===== config.mk =====
export PLATFORM = sky130hd
export DESIGN_NAME = booth_r8_seq_mul
export DESIGN_NICKNAME = d
export VERILOG_FILES = /design/src/rtl/booth_r8_pkg.sv /design/src/rtl/booth_r8_digit_sel.sv /design/src/rtl/booth_r8_seq_mul.sv
export SDC_FILE = /design/constraint.sdc
export NUM_CORES = 1
export LEC_CHECK = 0
export CORE_MARGIN = 2
export CORE_UTILIZATION = 50
export DETAILED_ROUTE_END_ITERATION = 16
export PLACE_DENSITY = 0.67
export SLEW_MARGIN = 20
export SYNTH_ARGS = -nofsm -noshare
export SYNTH_HDL_FRONTEND = slang
export SYNTH_SLANG_ARGS = --single-unit

===== constraint.sdc =====
create_clock -name clk -period 22.9 [get_ports clk]
set_input_delay 6.87 -clock clk [delete_from_list [all_inputs] [get_ports clk]]
set_output_delay 6.87 -clock clk [all_outputs]
set_load 0.01 [all_outputs]

===== src/rtl/booth_r8_pkg.sv =====
// booth_r8_pkg: shared types and helpers for the radix-8 Booth sequential multiplier
package booth_r8_pkg;
  typedef enum logic [1:0] {IDLE, PRE, ITER, DONE} state_t;
  typedef enum logic [4:0] {
    SEL_ZERO = 5'b00001,
    SEL_P1   = 5'b00010,
    SEL_P2   = 5'b00100,
    SEL_P3   = 5'b01000,
    SEL_P4   = 5'b10000
  } booth_onehot_t;
  typedef struct packed {
    booth_onehot_t sel;
    logic          neg;
  } booth_sel_t;
  function automatic int booth_nd(input int w);
    return (w + 3) / 3;
  endfunction
  // win = {b2, b1, b0, bm1}; digit = -4*b2 + 2*b1 + b0 + bm1
  function automatic booth_sel_t booth_decode(input logic [3:0] win);
    logic [2:0] s;
    logic [2:0] m;
    booth_sel_t r;
    s = {1'b0, win[2], 1'b0} + {2'b00, win[1]} + {2'b00, win[0]};
    m = win[3] ? 3'd4 - s : s;
    r.neg = win[3] && s != 3'd4;
    r.sel = m == 3'd1 ? SEL_P1 : m == 3'd2 ? SEL_P2 : m == 3'd3 ? SEL_P3 : m == 3'd4 ? SEL_P4 : SEL_ZERO;
    return r;
  endfunction
endpackage


===== src/rtl/booth_r8_digit_sel.sv =====
// booth_r8_digit_sel: maps one Booth window onto a signed partial product d*A
module booth_r8_digit_sel
  import booth_r8_pkg::*;
#(
  parameter int MANT_W = 11
) (
  input  logic [3:0]            win,
  input  logic [MANT_W-1:0]     a,
  input  logic [MANT_W+1:0]     a3,
  output logic signed [2*MANT_W+1:0] pp
);
  localparam int PW = 2 * MANT_W + 2;
  booth_sel_t s;
  logic [PW-1:0] m;
  always_comb begin
    s  = booth_decode(win);
    m  = s.sel == SEL_P1 ? PW'(a) :
         s.sel == SEL_P2 ? PW'({a, 1'b0}) :
         s.sel == SEL_P3 ? PW'(a3) :
         s.sel == SEL_P4 ? PW'({a, 2'b00}) : '0;
    pp = s.neg ? $signed(~m + PW'(1)) : $signed(m);
  end
endmodule


===== src/rtl/booth_r8_seq_mul.sv =====
// booth_r8_seq_mul: sequential radix-8 Booth mantissa multiplier, one digit per cycle MSB-first
module booth_r8_seq_mul
  import booth_r8_pkg::*;
#(
  parameter int MANT_W = 11
) (
  input  logic                  clk,
  input  logic                  rst,
  input  logic                  in_valid,
  output logic                  in_ready,
  input  logic [MANT_W-1:0]     mantissa_a,
  input  logic [MANT_W-1:0]     mantissa_b,
  output logic                  out_valid,
  input  logic                  out_ready,
  output logic [2*MANT_W-1:0]   product,
  output logic                  busy
);
  localparam int ND = booth_nd(MANT_W);
  localparam int PW = 2 * MANT_W + 2;
  localparam int BW = 3 * ND + 1;
  localparam int CW = $clog2(ND + 1);
  state_t state, state_nxt;
  logic [MANT_W-1:0] a_r;
  logic [MANT_W+1:0] a3;
  logic [BW-1:0] bx;
  logic [CW-1:0] cnt;
  logic fin;
  logic signed [PW-1:0] acc, pp;
  logic [3:0] win;
  // bx bit 0 holds the implicit Bx[-1], so digit i sits at bx[3i+3:3i]
  assign win = 4'(bx >> (3 * cnt));
  booth_r8_digit_sel #(.MANT_W(MANT_W)) u_sel (
    .win (win),
    .a   (a_r),
    .a3  (a3),
    .pp  (pp)
  );
  always_ff @(posedge clk or posedge rst) begin
    if (rst) state <= IDLE;
    else state <= state_nxt;
  end
  always_comb begin
    state_nxt = state;
    in_ready  = state == IDLE;
    out_valid = state == DONE;
    busy      = state != IDLE;
    state_nxt = state == IDLE ? (in_valid ? PRE : IDLE) :
                state == PRE  ? ITER :
                state == ITER ? (fin ? DONE : ITER) :
                (out_ready ? IDLE : DONE);
  end
  // fin marks the extra ITER cycle that moves the finished accumulator into product
  always_ff @(posedge clk or posedge rst) begin
    if (rst) begin
      a_r     <= '0;
      a3      <= '0;
      bx      <= '0;
      cnt     <= '0;
      fin     <= 1'b0;
      acc     <= '0;
      product <= '0;
    end else if (state == IDLE && in_valid) begin
      a_r <= mantissa_a;
      bx  <= BW'({mantissa_b, 1'b0});
    end else if (state == PRE) begin
      a3  <= {2'b00, a_r} + {1'b0, a_r, 1'b0};
      acc <= '0;
      cnt <= CW'(ND - 1);
      fin <= 1'b0;
    end else if (state == ITER) begin
      if (fin) product <= acc[2*MANT_W-1:0];
      else begin
        acc <= (acc <<< 3) + pp;
        cnt <= cnt - CW'(1);
        fin <= cnt == '0;
      end
    end
  end
endmodule


Figure 1. Clock wires, drivers and flops (run 1).
(4 px per micron)
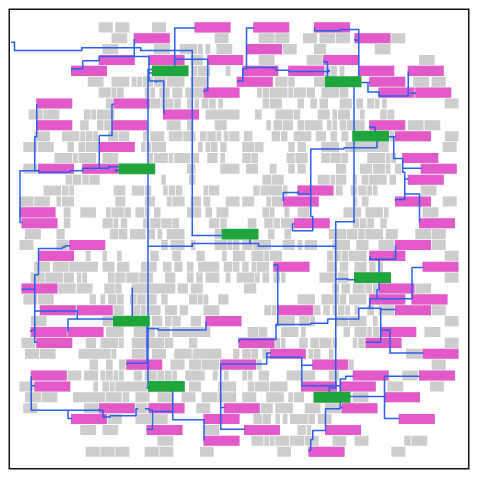
[magenta] flip-flops | count: 85
[green] clock drivers | count: 9
[blue] clock wires | length: 1200 microns
flops lie: widely spread
clock latency on the worst-skew pair: 360 ps
Final Skew: 8.25 ps

Figure 2. M3 wires (run 1).
(4 px per micron)
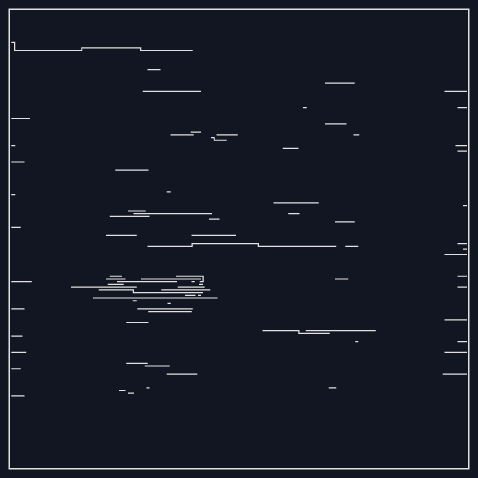
wire length on this layer: 541 microns
longest straight run: 30.8 microns
main direction: horizontal

Figure 3. The clock network (run 1).
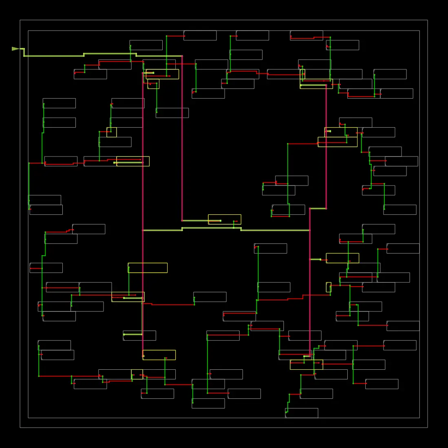
Clock Sinks: 85
flip-flops: 85
clock buffers: 11
CTS buffer count: 9

Figure 4. Gate families picked out (run 1).
(2 px per micron)
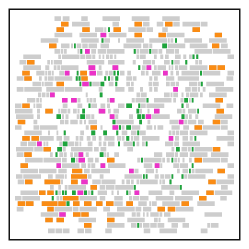
[magenta] non-inverting ao/oa cells | cells: 32
[green] nand cells | cells: 85
[orange] mux cells | cells: 68 | where: widely spread
Finished Layout Cells: 820
dominant logic cell type in the layout: dfrtp_1
Comb/total area: 53.6%

==> flow_metrics.env, run 1 <==
# source this file to load flow results
export IMPL_status="complete, no violations"
export IMPL_synth_seq_cells=85
export IMPL_comb_cells=496
export IMPL_grt_max_degree=86
export IMPL_ys_cells=635
export IMPL_die_y_microns=115
export IMPL_ff_type="dfrtp_1"
export IMPL_cts_root_buffer="clkbuf_16"
export IMPL_slew_headroom_pct=27.6
export IMPL_vias=4955
export IMPL_buffers=52
export IMPL_fill_cells=1042
export IMPL_drcViolationCount=0
export IMPL_cp_top_family="simple AND/OR/NAND/NOR gates"
export IMPL_start_kind="primary input"
export IMPL_grt_pass1_vias=4879
export IMPL_r2r_end="acc[21]"
export IMPL_seq_share_pct=30.5
export IMPL_post_cts_buffers=0
export IMPL_slowest_stage="a21o_1"
export IMPL_synthCells=635
export IMPL_firstDrtPassIters=5
export IMPL_ctsResizeCount=0
export IMPL_cp_depth=9
export IMPL_regToRegStartpoint="cnt[0]"
export IMPL_yosysUniqueCellTypes=69
export IMPL_grt_usage_pct=22.6
export IMPL_required_ps=23110
export IMPL_dp_hpwl_microns=10100
export IMPL_logic_area_sq_mm=0.00374
export IMPL_dieArea_sq_mm=0.0131
export IMPL_fa_ha_area_share_pct=10.2
export IMPL_cp_num_buf_inv=1
export IMPL_max_freq_mhz=102
export IMPL_logic_family="AND-OR/OR-AND gates"
export IMPL_core_sq_mm=0.0120
export IMPL_diodes=0
export IMPL_syn_area_per_cell_sq_um=9.62
export IMPL_overflow=0
export IMPL_hold_slack_ps=482
export IMPL_worst_slew_pin_slew_ps=1080
export IMPL_setup_worst_path_start="in_valid"
export IMPL_htreeDepth=3
export IMPL_die_w_microns=115
export IMPL_port_buffers=50
export IMPL_crit_fanout=29
export IMPL_layout_drive_gt1_share_pct=13.1
export IMPL_place_ws_ps=12790
export IMPL_cp_common_cell="nand2_1"
export IMPL_critPathCapture="acc[21]"
export IMPL_edf_count=0
export IMPL_top_area_cell_class="multi-input combinational cells"
export IMPL_top_level_ports=51
export IMPL_setup_violations=0
export IMPL_cts_max_path_buffers=2
export IMPL_nNonClkInverters=24
export IMPL_r2r_cells=31
export IMPL_yosys_warnings=0
export IMPL_wl_met3_microns=540
export IMPL_openroad_warnings=37
export IMPL_wl_met1_microns=6190
export IMPL_crit_arrival_ps=9960
export IMPL_xor_area_share_pct=4.59
export IMPL_worst_slack_ps=13140
export IMPL_worstHoldStart="a3[5]"
export IMPL_crit_path_end_kind="flip-flop"
export IMPL_clk_pin_slew_ps=60
export IMPL_detail_route_antenna_nets=0
## run 1: placed cells by master (no fill, tap or decap), types with 15 or more instances in the layout
master,netlist,final
dfrtp_1,85,85
nand2_1,58,58
a21oi_1,53,53
mux2_2,52,52
clkdlybuf4s50_1,0,50
ha_1,45,45
o21ai_0,41,41
nor2_1,33,33
inv_1,24,23
xnor2_1,17,17
xor2_1,15,15
## run 1: synthesized netlist by cell type, types with 5 or more instances
cell type / n / share of area [%]
a211oi_1: 5 / 0.61
a21o_1: 14 / 1.7
a21oi_1: 53 / 4.3
a221o_1: 5 / 0.82
a22oi_1: 5 / 0.61
a31oi_1: 12 / 1.2
and3_1: 7 / 0.72
clkbuf_1: 20 / 1.2
dfrtp_1: 85 / 35
ha_1: 45 / 9.2
inv_1: 24 / 1.5
mux2_2: 52 / 9.6
mux2i_1: 11 / 1.8
nand2_1: 58 / 3.6
nand2b_1: 5 / 0.51
nand3_1: 11 / 0.90
nand3b_1: 6 / 0.74
nor2_1: 33 / 2.0
nor2b_1: 12 / 1.2
nor3_1: 11 / 0.90
nor4_1: 5 / 0.51
o211ai_1: 6 / 0.74
o21ai_0: 41 / 3.4
xnor2_1: 17 / 2.4
xor2_1: 15 / 2.2
## run 1: metal layers
metal | global-route usage (%) | up-vias
met2 | 37.6 | 118
met4 | 10.2 | 0
met5 | 0 | -
li1 | - | 2394
met1 | 29.0 | 2415
met3 | 3.39 | 28
## run 1: registers in the layout, indices dropped and copies added, names as in the netlist
signal   count
cnt          3
state        2
a_r         11
acc         22
fin          1
product     22
bx          11
a3          13
==> inputs of run 2 (changes only) <==
clock period = 9.9 ns   (was 22.9 ns; I/O delays follow)
Figure 5. Wiring by layer (run 2).
(2 px per micron)
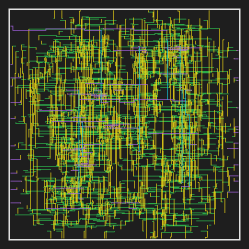
[purple] metal 3 | wire length: 624 microns
[green] metal 1 | wire length: 6390 microns
[yellow] metal 2 | wire length: 6930 microns
[cyan] metal 4 | wire length: 307 microns

==> run 2 against run 1 <==
Compared with the run above: global-route usage up 0.67 points; critical path type is now flip-flop to flip-flop; register-to-register slack worse by 13000 ps; core utilization about the same.
==> flow_metrics.env, run 2 <==
# source this file to load flow results
export IMPL_status="complete, no violations"
export IMPL_layout_drive_gt1_share_pct=13.6
export IMPL_crit_arrival_ps=9450
export IMPL_grt_usage_pct=23.2
export IMPL_top_level_ports=51
export IMPL_setup_violations=0
export IMPL_dieArea_sq_mm=0.0131
export IMPL_yosys_top_cells_count="dfrtp_1 (85), nand2_1 (58), a21oi_1 (53)"
export IMPL_overflow=0
export IMPL_synthCells=635
export IMPL_synth_top_cell_by_area="dfrtp_1"
export IMPL_finClkSkew_ps=8.63
export IMPL_yosys_area_sq_mm=0.00611
export IMPL_cts_made_buffers=9
export IMPL_synth_most_common_cell="dfrtp_1"
export IMPL_ys_cells=635
export IMPL_grt_met3_usage_pct=3.55
export IMPL_row_count=40
export IMPL_crit_fanout=16
export IMPL_yosysSeqAreaShare_pct=34.8
export IMPL_slew_headroom_pct=31.5
export IMPL_post_cts_buffers=0
export IMPL_yosysUniqueCellTypes=69
export IMPL_ff_type="dfrtp_1"
export IMPL_ys_sh_simple_pct=14.4
export IMPL_detail_route_antenna_nets=0
export IMPL_slowest_stage="mux4_2"
export IMPL_grt_max_degree=86
export IMPL_yosys_warnings=0
export IMPL_worst_slack_ps=653
export IMPL_drcViolationCount=0
export IMPL_cts_max_path_buffers=2
export IMPL_cp_common_cell="ha_1"
export IMPL_required_ps=10110
export IMPL_core_sq_mm=0.0120
export IMPL_synth_seq_cells=85
export IMPL_max_freq_mhz=108
export IMPL_cts_tree="built"
export IMPL_grt_pass1_vias=4798
export IMPL_crit_path_end_kind="flip-flop"
export IMPL_grtUsageMet1_pct=30.8
export IMPL_insertion_delay_ps=350
export IMPL_syn_area_per_cell_sq_um=9.62
export IMPL_xor_area_share_pct=4.59
export IMPL_diodes=0
export IMPL_vias=4966
export IMPL_top_cell_area_share_pct=34.8
export IMPL_start_kind="flip-flop"
export IMPL_die_w_microns=115
export IMPL_rsz0062_at_grt="no"
export IMPL_final_common_cell="dfrtp_1"
export IMPL_htreeDepth=3
export IMPL_die_y_microns=115
export IMPL_grt_util_met2_pct=38.6
export IMPL_ctsResizeCount=0
export IMPL_cts_root_buffer="clkbuf_16"
export IMPL_place_ws_ps=763
export IMPL_synthTopCellsByArea="dfrtp_1 (35%), mux2_2 (9.6%), ha_1 (9.2%)"
export IMPL_reg_largest_list="acc (22), product (22), a3 (13)"
export IMPL_worst_slew_pin_slew_ps=1030
export IMPL_logic_family="AND-OR/OR-AND gates"
export IMPL_openroad_warnings=37
export IMPL_clk_pin_slew_ps=60
export IMPL_hold_slack_ps=501
export IMPL_dp_hpwl_microns=10500
export IMPL_cts_sinks=85
export IMPL_grt_busiest_layer="met2"
export IMPL_wl_met1_microns=6390
export IMPL_layout_top_cells="dfrtp_1 (85), nand2_1 (58), a21oi_1 (53)"
export IMPL_wl_met3_microns=623
export IMPL_port_buffers=50
run 2: netlist changes by cell type in the layout (fill, tap and decap cells not counted), sizes merged:
| cell | delta |
|---|---|
| bufinv | -1 |
| clkbuf | +1 |
| buf | +1 |
run 2: cell families (layout without fill, tap and decap cells):
family,Yosys count,count (layout)
AND-OR/OR-AND,178,178
XOR/XNOR,32,32
adder cells (fa/ha/maj),48,48
buffers and inverters,54,93
flip-flops,85,85
multiplexers,68,68
AND/OR/NAND/NOR,170,170
run 2: final cells by class:
class                      count  area (sq um)
sequential                    85          2130
clock inverter                 4          47.5
tap                          147           184
multi-input combinational    496          3760
inverter                      24          91.3
clock buffer                  12           246
fill                        1059          4980
timing repair buffer          53           527
run 2: metrics by stage:
step	instances	util (%)	instance area, sq um
floorplan	635	-	6110
finish	821	58.4	6980
detailed placement	805	55.8	6670
global placement	805	55.8	6670
global route	821	58.4	6980
CTS	821	58.2	6960
run 2: final timing paths:
kind | startpoint | end | slack [ps] | cells past startpoint
min in group asynchronous | rst | product[5] | 3150 | 3
worst max-delay path | cnt[0] | acc[21] | 650 | 31
worst min-delay path | a3[7] | a3[7] | 500 | 1
worst min register to register | a3[7] | a3[7] | 500 | 1
max in group asynchronous | rst | acc[19] | 6210 | 3
worst max register to register | cnt[0] | acc[21] | 650 | 31
run 2: critical path: cells and delay by family, from the launching register on:
kind | cells | cell delay (ps)
AOI/OAI and AO/OA | 12 | 2930
adders and majority gates | 7 | 2310
and+or+nand+nor | 9 | 2110
xor gates and xnor gates | 2 | 630
muxes | 1 | 570
DFF | 1 | 540
==> inputs of run 3 (changes only) <==
HOLD_SLACK_MARGIN = 0.05   (was default)
Figure 6. M3 wires (run 3).
(4 px per micron)
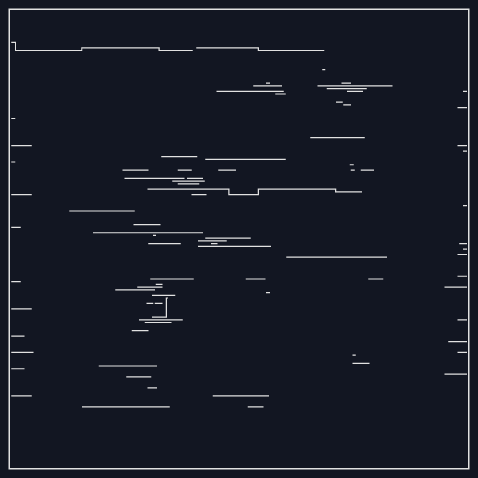
longest straight run: 27.1 microns
share of all routed wire: 4.4%
nets with wire on the layer: 66
wire length on this layer: 624 microns
final wirelength: 14300 microns
Vias: 4966
met3 GRT Util: 3.55%

==> run 3 against run 2 <==
Compared with the run above: final area did not move; critical path depth did not move; hold slack did not move; via count did not move; core utilization did not move; flip-flop count did not move; first-iteration DRC count did not move; sequential share of layout area did not move; clock-buffer cell count did not move.
==> flow_metrics.env, run 3 <==
# source this file to load flow results
export IMPL_status="complete, no violations"
export IMPL_slowest_stage="mux4_2"
export IMPL_worst_slew_pin_slew_ps=1030
export IMPL_core_sq_mm=0.0120
export IMPL_setup_worst_path_start="cnt[0]"
export IMPL_crit_fanout=16
export IMPL_logic_family="AND-OR/OR-AND gates"
export IMPL_yosys_warnings=0
export IMPL_max_freq_mhz=108
export IMPL_wl_met3_microns=623
export IMPL_hold_slack_ps=501
export IMPL_top_level_ports=51
export IMPL_wl_met1_microns=6390
export IMPL_synth_seq_cells=85
export IMPL_final_common_cell="dfrtp_1"
export IMPL_cts_root_buffer="clkbuf_16"
export IMPL_drcViolationCount=0
export IMPL_layout_drive_gt1_share_pct=13.6
export IMPL_cp_common_cell="ha_1"
export IMPL_holdPathStages=1
export IMPL_cts_tree="built"
export IMPL_grt_util_met2_pct=38.6
export IMPL_die_w_microns=115
export IMPL_clk_pin_slew_ps=60
export IMPL_yosysSeqAreaShare_pct=34.8
export IMPL_syn_area_per_cell_sq_um=9.62
export IMPL_post_cts_buffers=0
export IMPL_detail_route_antenna_nets=0
export IMPL_diodes=0
export IMPL_ys_sh_simple_pct=14.4
export IMPL_yosys_top_cells_count="dfrtp_1 (85), nand2_1 (58), a21oi_1 (53)"
export IMPL_row_count=40
export IMPL_layout_top_cells="dfrtp_1 (85), nand2_1 (58), a21oi_1 (53)"
export IMPL_ff_type="dfrtp_1"
export IMPL_cts_sinks=85
export IMPL_synthTopCellsByArea="dfrtp_1 (35%), mux2_2 (9.6%), ha_1 (9.2%)"
export IMPL_insertion_delay_ps=350
export IMPL_r2r_cells=31
export IMPL_synth_most_common_cell="dfrtp_1"
export IMPL_synth_top_cell_by_area="dfrtp_1"
export IMPL_regToRegStartpoint="cnt[0]"
export IMPL_critPathCapture="acc[21]"
export IMPL_dp_hpwl_microns=10500
[run 3: kinds of logic after synthesis]
| group | after synthesis |
|---|---|
| flip-flops | 85 |
| AND-OR/OR-AND | 178 |
| XOR/XNOR | 32 |
| buffers and inverters | 54 |
| adder cells (fa/ha/maj) | 48 |
| multiplexers | 68 |
| AND/OR/NAND/NOR | 170 |
[run 3: area by class of cell]
cell class	instances	area (sq um)
multi-input combinational	496	3760
fill	1059	4980
sequential	85	2130
tap	147	184
clock buffer	12	246
clock inverter	4	47.5
inverter	24	91.3
timing repair buffer	53	527
[run 3: metrics by stage]
step           setup slack (ps)  cell area, sq um  cells  util (%)
2_1_floorplan              2030              6110    635         -
3_3_place_gp               1160              6670    805      55.8
3_5_place_dp                763              6670    805      55.8
4_1_cts                     718              6960    821      58.2
5_1_grt                     130              6980    821      58.4
6_report                    653              6980    821      58.4
[run 3: timing repair]
item | in CTS | in global routing
resized | 0 | 3
hold buffers | 0 | 0
setup endpoints to repair | 0 | 1
hold endpoints to repair | 0 | 0
[run 3: how the worst min path moves through the flow]
stage                        to         from
floorplan               acc[19]      acc[19]
global placement        acc[19]      acc[19]
detailed placement        a3[7]        a3[7]
CTS                       a3[7]        a3[7]
global route        product[17]  product[17]
finish                    a3[7]        a3[7]
[run 3: worst max-delay path: cells and delay by family, from the launching register on]
| family | cells | cell delay (ps) |
|---|---|---|
| muxes | 1 | 570 |
| AOI/OAI and AO/OA | 12 | 2930 |
| DFF | 1 | 540 |
| and+or+nand+nor | 9 | 2110 |
| adders and majority gates | 7 | 2310 |
| xor gates and xnor gates | 2 | 630 |
